File: src/rtl/multicycle_control.sv
// Multicycle RISC-V control FSM: sequences fetch, decode, execute,
// memory and writeback steps and drives datapath selects/enables.
// Ports: clk, rst (sync, active-high); opcode, mem_ready in;
//   mem_req, mem_we, addr_src, ir_write, pc_write, reg_write, branch,
//   alu_src_a, alu_src_b, alu_op, result_src, illegal, state out.
// Build option: define ILLEGAL_TRAP_EN to trap unlisted opcodes in TRAP.
// state codes follow declaration order: FETCH=0 ... TRAP=15.
module multicycle_control (
    input  logic       clk,
    input  logic       rst,
    input  logic [6:0] opcode,
    input  logic       mem_ready,
    output logic       mem_req,
    output logic       mem_we,
    output logic       addr_src,
    output logic       ir_write,
    output logic       pc_write,
    output logic       reg_write,
    output logic       branch,
    output logic [1:0] alu_src_a,
    output logic [1:0] alu_src_b,
    output logic [1:0] alu_op,
    output logic [1:0] result_src,
    output logic       illegal,
    output logic [3:0] state
);

    typedef enum logic [3:0] {
        FETCH, DECODE, MEMADR, MEMREAD,
        MEMWB, MEMWRITE, EXECR, EXECI,
        ALUWB, BRANCH, JAL, JALR,
        JALRWB, LUI, AUIPC, TRAP
    } state_t;

    localparam logic [1:0] A_PC    = 2'b00;
    localparam logic [1:0] A_OLDPC = 2'b01;
    localparam logic [1:0] A_RS1   = 2'b10;
    localparam logic [1:0] A_ZERO  = 2'b11;
    localparam logic [1:0] B_RS2   = 2'b00;
    localparam logic [1:0] B_IMM   = 2'b01;
    localparam logic [1:0] B_FOUR  = 2'b10;

    state_t cur, nxt;

    always_ff @(posedge clk) begin
        if (rst) cur <= FETCH;
        else     cur <= nxt;
    end

    // Debug view reads FETCH throughout reset, even on the first
    // reset cycle before the register has been cleared.
    assign state = rst ? 4'(FETCH) : 4'(cur);

    always_comb begin
        nxt        = cur;
        mem_req    = 1'b0;
        mem_we     = 1'b0;
        addr_src   = 1'b0;
        ir_write   = 1'b0;
        pc_write   = 1'b0;
        reg_write  = 1'b0;
        branch     = 1'b0;
        alu_src_a  = A_PC;
        alu_src_b  = B_RS2;
        alu_op     = 2'b00;
        result_src = 2'b00;
        illegal    = 1'b0;
        unique case (cur)
            FETCH: begin
                mem_req    = 1'b1;
                alu_src_b  = B_FOUR;
                result_src = 2'b10;
                if (mem_ready) begin
                    ir_write = 1'b1;
                    pc_write = 1'b1;
                    nxt      = DECODE;
                end
            end
            DECODE: begin
                alu_src_a = A_OLDPC;
                alu_src_b = B_IMM;
                case (opcode)
                    7'b0000011, 7'b0100011: nxt = MEMADR;
                    7'b0110011:             nxt = EXECR;
                    7'b0010011:             nxt = EXECI;
                    7'b1100011:             nxt = BRANCH;
                    7'b1101111:             nxt = JAL;
                    7'b1100111:             nxt = JALR;
                    7'b0110111:             nxt = LUI;
                    7'b0010111:             nxt = AUIPC;
                    7'b0001111, 7'b1110011: nxt = FETCH;
`ifdef ILLEGAL_TRAP_EN
                    default:                nxt = TRAP;
`else
                    default:                nxt = FETCH;
`endif
                endcase
            end
            MEMADR: begin
                alu_src_a = A_RS1;
                alu_src_b = B_IMM;
                nxt = (opcode == 7'b0000011) ? MEMREAD : MEMWRITE;
            end
            MEMREAD: begin
                mem_req  = 1'b1;
                addr_src = 1'b1;
                if (mem_ready) nxt = MEMWB;
            end
            MEMWB: begin
                reg_write  = 1'b1;
                result_src = 2'b01;
                nxt        = FETCH;
            end
            MEMWRITE: begin
                mem_req  = 1'b1;
                mem_we   = 1'b1;
                addr_src = 1'b1;
                if (mem_ready) nxt = FETCH;
            end
            EXECR: begin
                alu_src_a = A_RS1;
                alu_src_b = B_RS2;
                alu_op    = 2'b11;
                nxt       = ALUWB;
            end
            EXECI: begin
                alu_src_a = A_RS1;
                alu_src_b = B_IMM;
                alu_op    = 2'b10;
                nxt       = ALUWB;
            end
            ALUWB: begin
                reg_write = 1'b1;
                nxt       = FETCH;
            end
            BRANCH: begin
                alu_src_a = A_RS1;
                alu_src_b = B_RS2;
                alu_op    = 2'b01;
                branch    = 1'b1;
                nxt       = FETCH;
            end
            JAL: begin
                pc_write  = 1'b1;
                alu_src_a = A_OLDPC;
                alu_src_b = B_FOUR;
                nxt       = ALUWB;
            end
            JALR: begin
                pc_write   = 1'b1;
                result_src = 2'b10;
                alu_src_a  = A_RS1;
                alu_src_b  = B_IMM;
                nxt        = JALRWB;
            end
            JALRWB: begin
                reg_write  = 1'b1;
                result_src = 2'b10;
                alu_src_a  = A_OLDPC;
                alu_src_b  = B_FOUR;
                nxt        = FETCH;
            end
            LUI: begin
                alu_src_a = A_ZERO;
                alu_src_b = B_IMM;
                nxt       = ALUWB;
            end
            AUIPC: begin
                alu_src_a = A_OLDPC;
                alu_src_b = B_IMM;
                nxt       = ALUWB;
            end
            TRAP: begin
`ifdef ILLEGAL_TRAP_EN
                illegal = 1'b1;
                nxt     = TRAP;
`else
                nxt     = FETCH;
`endif
            end
        endcase
        // Reset silences every datapath control, including mem_req.
        if (rst) begin
            mem_req    = 1'b0;
            mem_we     = 1'b0;
            addr_src   = 1'b0;
            ir_write   = 1'b0;
            pc_write   = 1'b0;
            reg_write  = 1'b0;
            branch     = 1'b0;
            alu_src_a  = 2'b00;
            alu_src_b  = 2'b00;
            alu_op     = 2'b00;
            result_src = 2'b00;
            illegal    = 1'b0;
        end
    end

endmodule

File: config.mk
export PLATFORM = sky130hd
export DESIGN_NAME = multicycle_control
export DESIGN_NICKNAME = d
export VERILOG_FILES = /design/src/rtl/multicycle_control.sv
export SDC_FILE = /design/constraint.sdc
export NUM_CORES = 1
export LEC_CHECK = 0
export CAP_MARGIN = 5
export CORE_MARGIN = 3
export CORE_UTILIZATION = 35
export CTS_CLUSTER_SIZE = 8
export DETAILED_ROUTE_END_ITERATION = 6
export PLACE_DENSITY = 0.71
export SYNTH_ARGS = -nofsm -noshare
export SYNTH_HDL_FRONTEND = slang
export SYNTH_SLANG_ARGS = --single-unit
File: constraint.sdc
create_clock -name clk -period 1.47 [get_ports clk]
set_input_delay 0.2205 -clock clk [delete_from_list [all_inputs] [get_ports clk]]
set_output_delay 0.2205 -clock clk [all_outputs]
set_load 0.02 [all_outputs]
==> results.yml <==
# implementation run metrics
yosys:
  synth_top_cell_by_area: "dfxtp_1"
  mux_share: 0
  topCombFamilyByArea: "simple AND/OR/NAND/NOR gates"
  ys_area_um2: 683
  synthArstFlopShare: 0
  ys_sh_xor: 0.0385
  top_cell_area_share: 0.117
  synth-simple-area-share: 0.462
  topCellsByArea: "dfxtp_1, nor2_1, a21oi_1, nor3_1, nand2b_1"
pwr:
  p_switching_uw: 187
  netSwitchingFraction: 0.357
  power_uw: 525
outcome:
  violations: "setup timing"
  status: "finished, violations left"
sta:
  finalCriticalPeriod_ps: 1650
  setup_viol: 19
  setup_ws_ps: -179
grt:
  grtUsageTotal: 0.242
  antenna_found_initial: 0
clock_network:
  h-tree-depth: 1
  cts_tree: "done"
  cts_max_path_buffers: 2
floorplan:
  die-width_um: 50.2
  ios: 30
placed_design:
  port_buffers: 28
  placedCellCount: 183
detailed_routing:
  antenna_left: 0
==> worst max-delay path, cell delays in order (launching register included) <==
cell      delay, ps
dfxtp_4         360
buf_6           130
or3_4           380
or4_4           440
a221oi_2        250
==> power by group through the flow <==
| stage | Combinational, µW | Clock (µW) | Sequential (µW) |
|---|---|---|---|
| 2_1_floorplan | 113 | 0 | 115 |
| 3_3_place_gp | 209 | 0 | 126 |
| 3_5_place_dp | 214 | 0 | 126 |
| 4_1_cts | 240 | 147 | 117 |
| 5_1_grt | 279 | 162 | 118 |
| 6_report | 264 | 144 | 117 |
==> placed cells by master, fill, tap and decap left out, types with 4 or more instances in the layout <==
cell and count:
a21oi_1 5, buf_4 39, buf_6 19, clkdlybuf4s50_1 5, dfxtp_4 4, nand2_1 6, nand2b_1 4, nor2_1 8
nor3_2 4
==> cells by family after synthesis <==
group / Yosys count
AOI/OAI and AO/OA: 28
and+or+nand+nor: 56
xor gates and xnor gates: 3
DFF: 4
buffers and inverters: 14
other: 1
==> stage by stage <==
step / setup WS (ps) / util / hold slack, ps
2_1_floorplan: -172 / - / 409
3_3_place_gp: -493 / 0.707 / 605
3_5_place_dp: -582 / 0.707 / 618
4_1_cts: -233 / 0.811 / 577
5_1_grt: -236 / 0.888 / 606
6_report: -179 / 0.888 / 590
==> worst paths after layout <==
kind | from | endpoint | slack [ps] | depth (start not counted)
setup / recovery | cur[1] | cur[0] | -180 | 4
setup reg to reg | cur[1] | cur[0] | -180 | 4
hold / removal | cur[0] | cur[2] | 590 | 2
hold reg to reg | cur[0] | cur[2] | 590 | 2
==> cells in the mapped netlist, types with 3 or more instances <==
master and number:
nand2b_1 5, o21ai_0 3, inv_1 4, nand2_1 7
nor3_1 8, nor4_1 4, a21oi_1 8, o21a_1 3
clkbuf_1 8, nor2_1 12, nor2b_1 5, dfxtp_1 4
a211oi_1 3, or3_1 3
==> metal layers <==
metal  global-route usage  share of wire
met1                0.273           0.38
met3               0.0475          0.060
met4               0.0369          0.018
met5                    0              0
met2                0.465           0.55
==> layout make-up <==
class	count	area, µm²
timing repair buffer	71	638
sequential	4	95.1
multi-input combinational	88	781
clock buffer	3	22.5
tap	25	31.3
inverter	4	15.0
fill	88	200
==> timing repair <==
item                                    CTS  global route
endpoints found under the setup margin   23            23
gates resized                           133            33
pin swaps                                10            14
setup buffers                             6             4
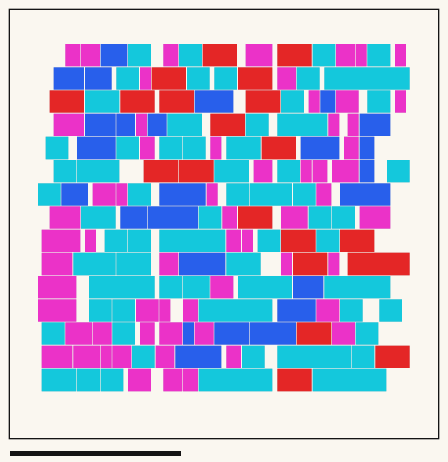
**Above:** cells by drive strength.
The bar under the picture is 20 µm long.
color	size	cells	share
magenta	_0 and _1 cells	61	36%
cyan	_3 and _4 cells	64	38%
blue	_2 cells	25	15%
red	_6 and larger	20	12%
Syn-to-layout area delta: 132%
Non-clk bufs: 71
fin area: 1580 µm²

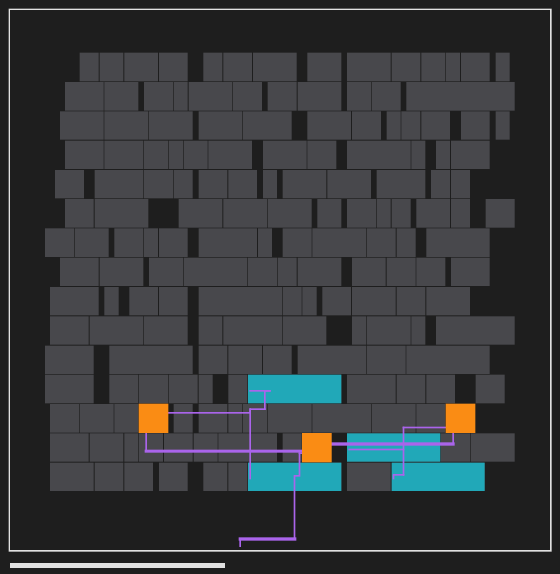
**Above:** routed clock nets over the placement.
The bar under the picture is 20 µm long.
[purple] clock wires | length: 86.9 µm
[cyan] flip-flops | count: 4
[orange] clock drivers | count: 3
routed clock nets	4
clock network power share: 0.274
P_clk: 144 µW

Power is estimated from default activity; no workload was simulated.
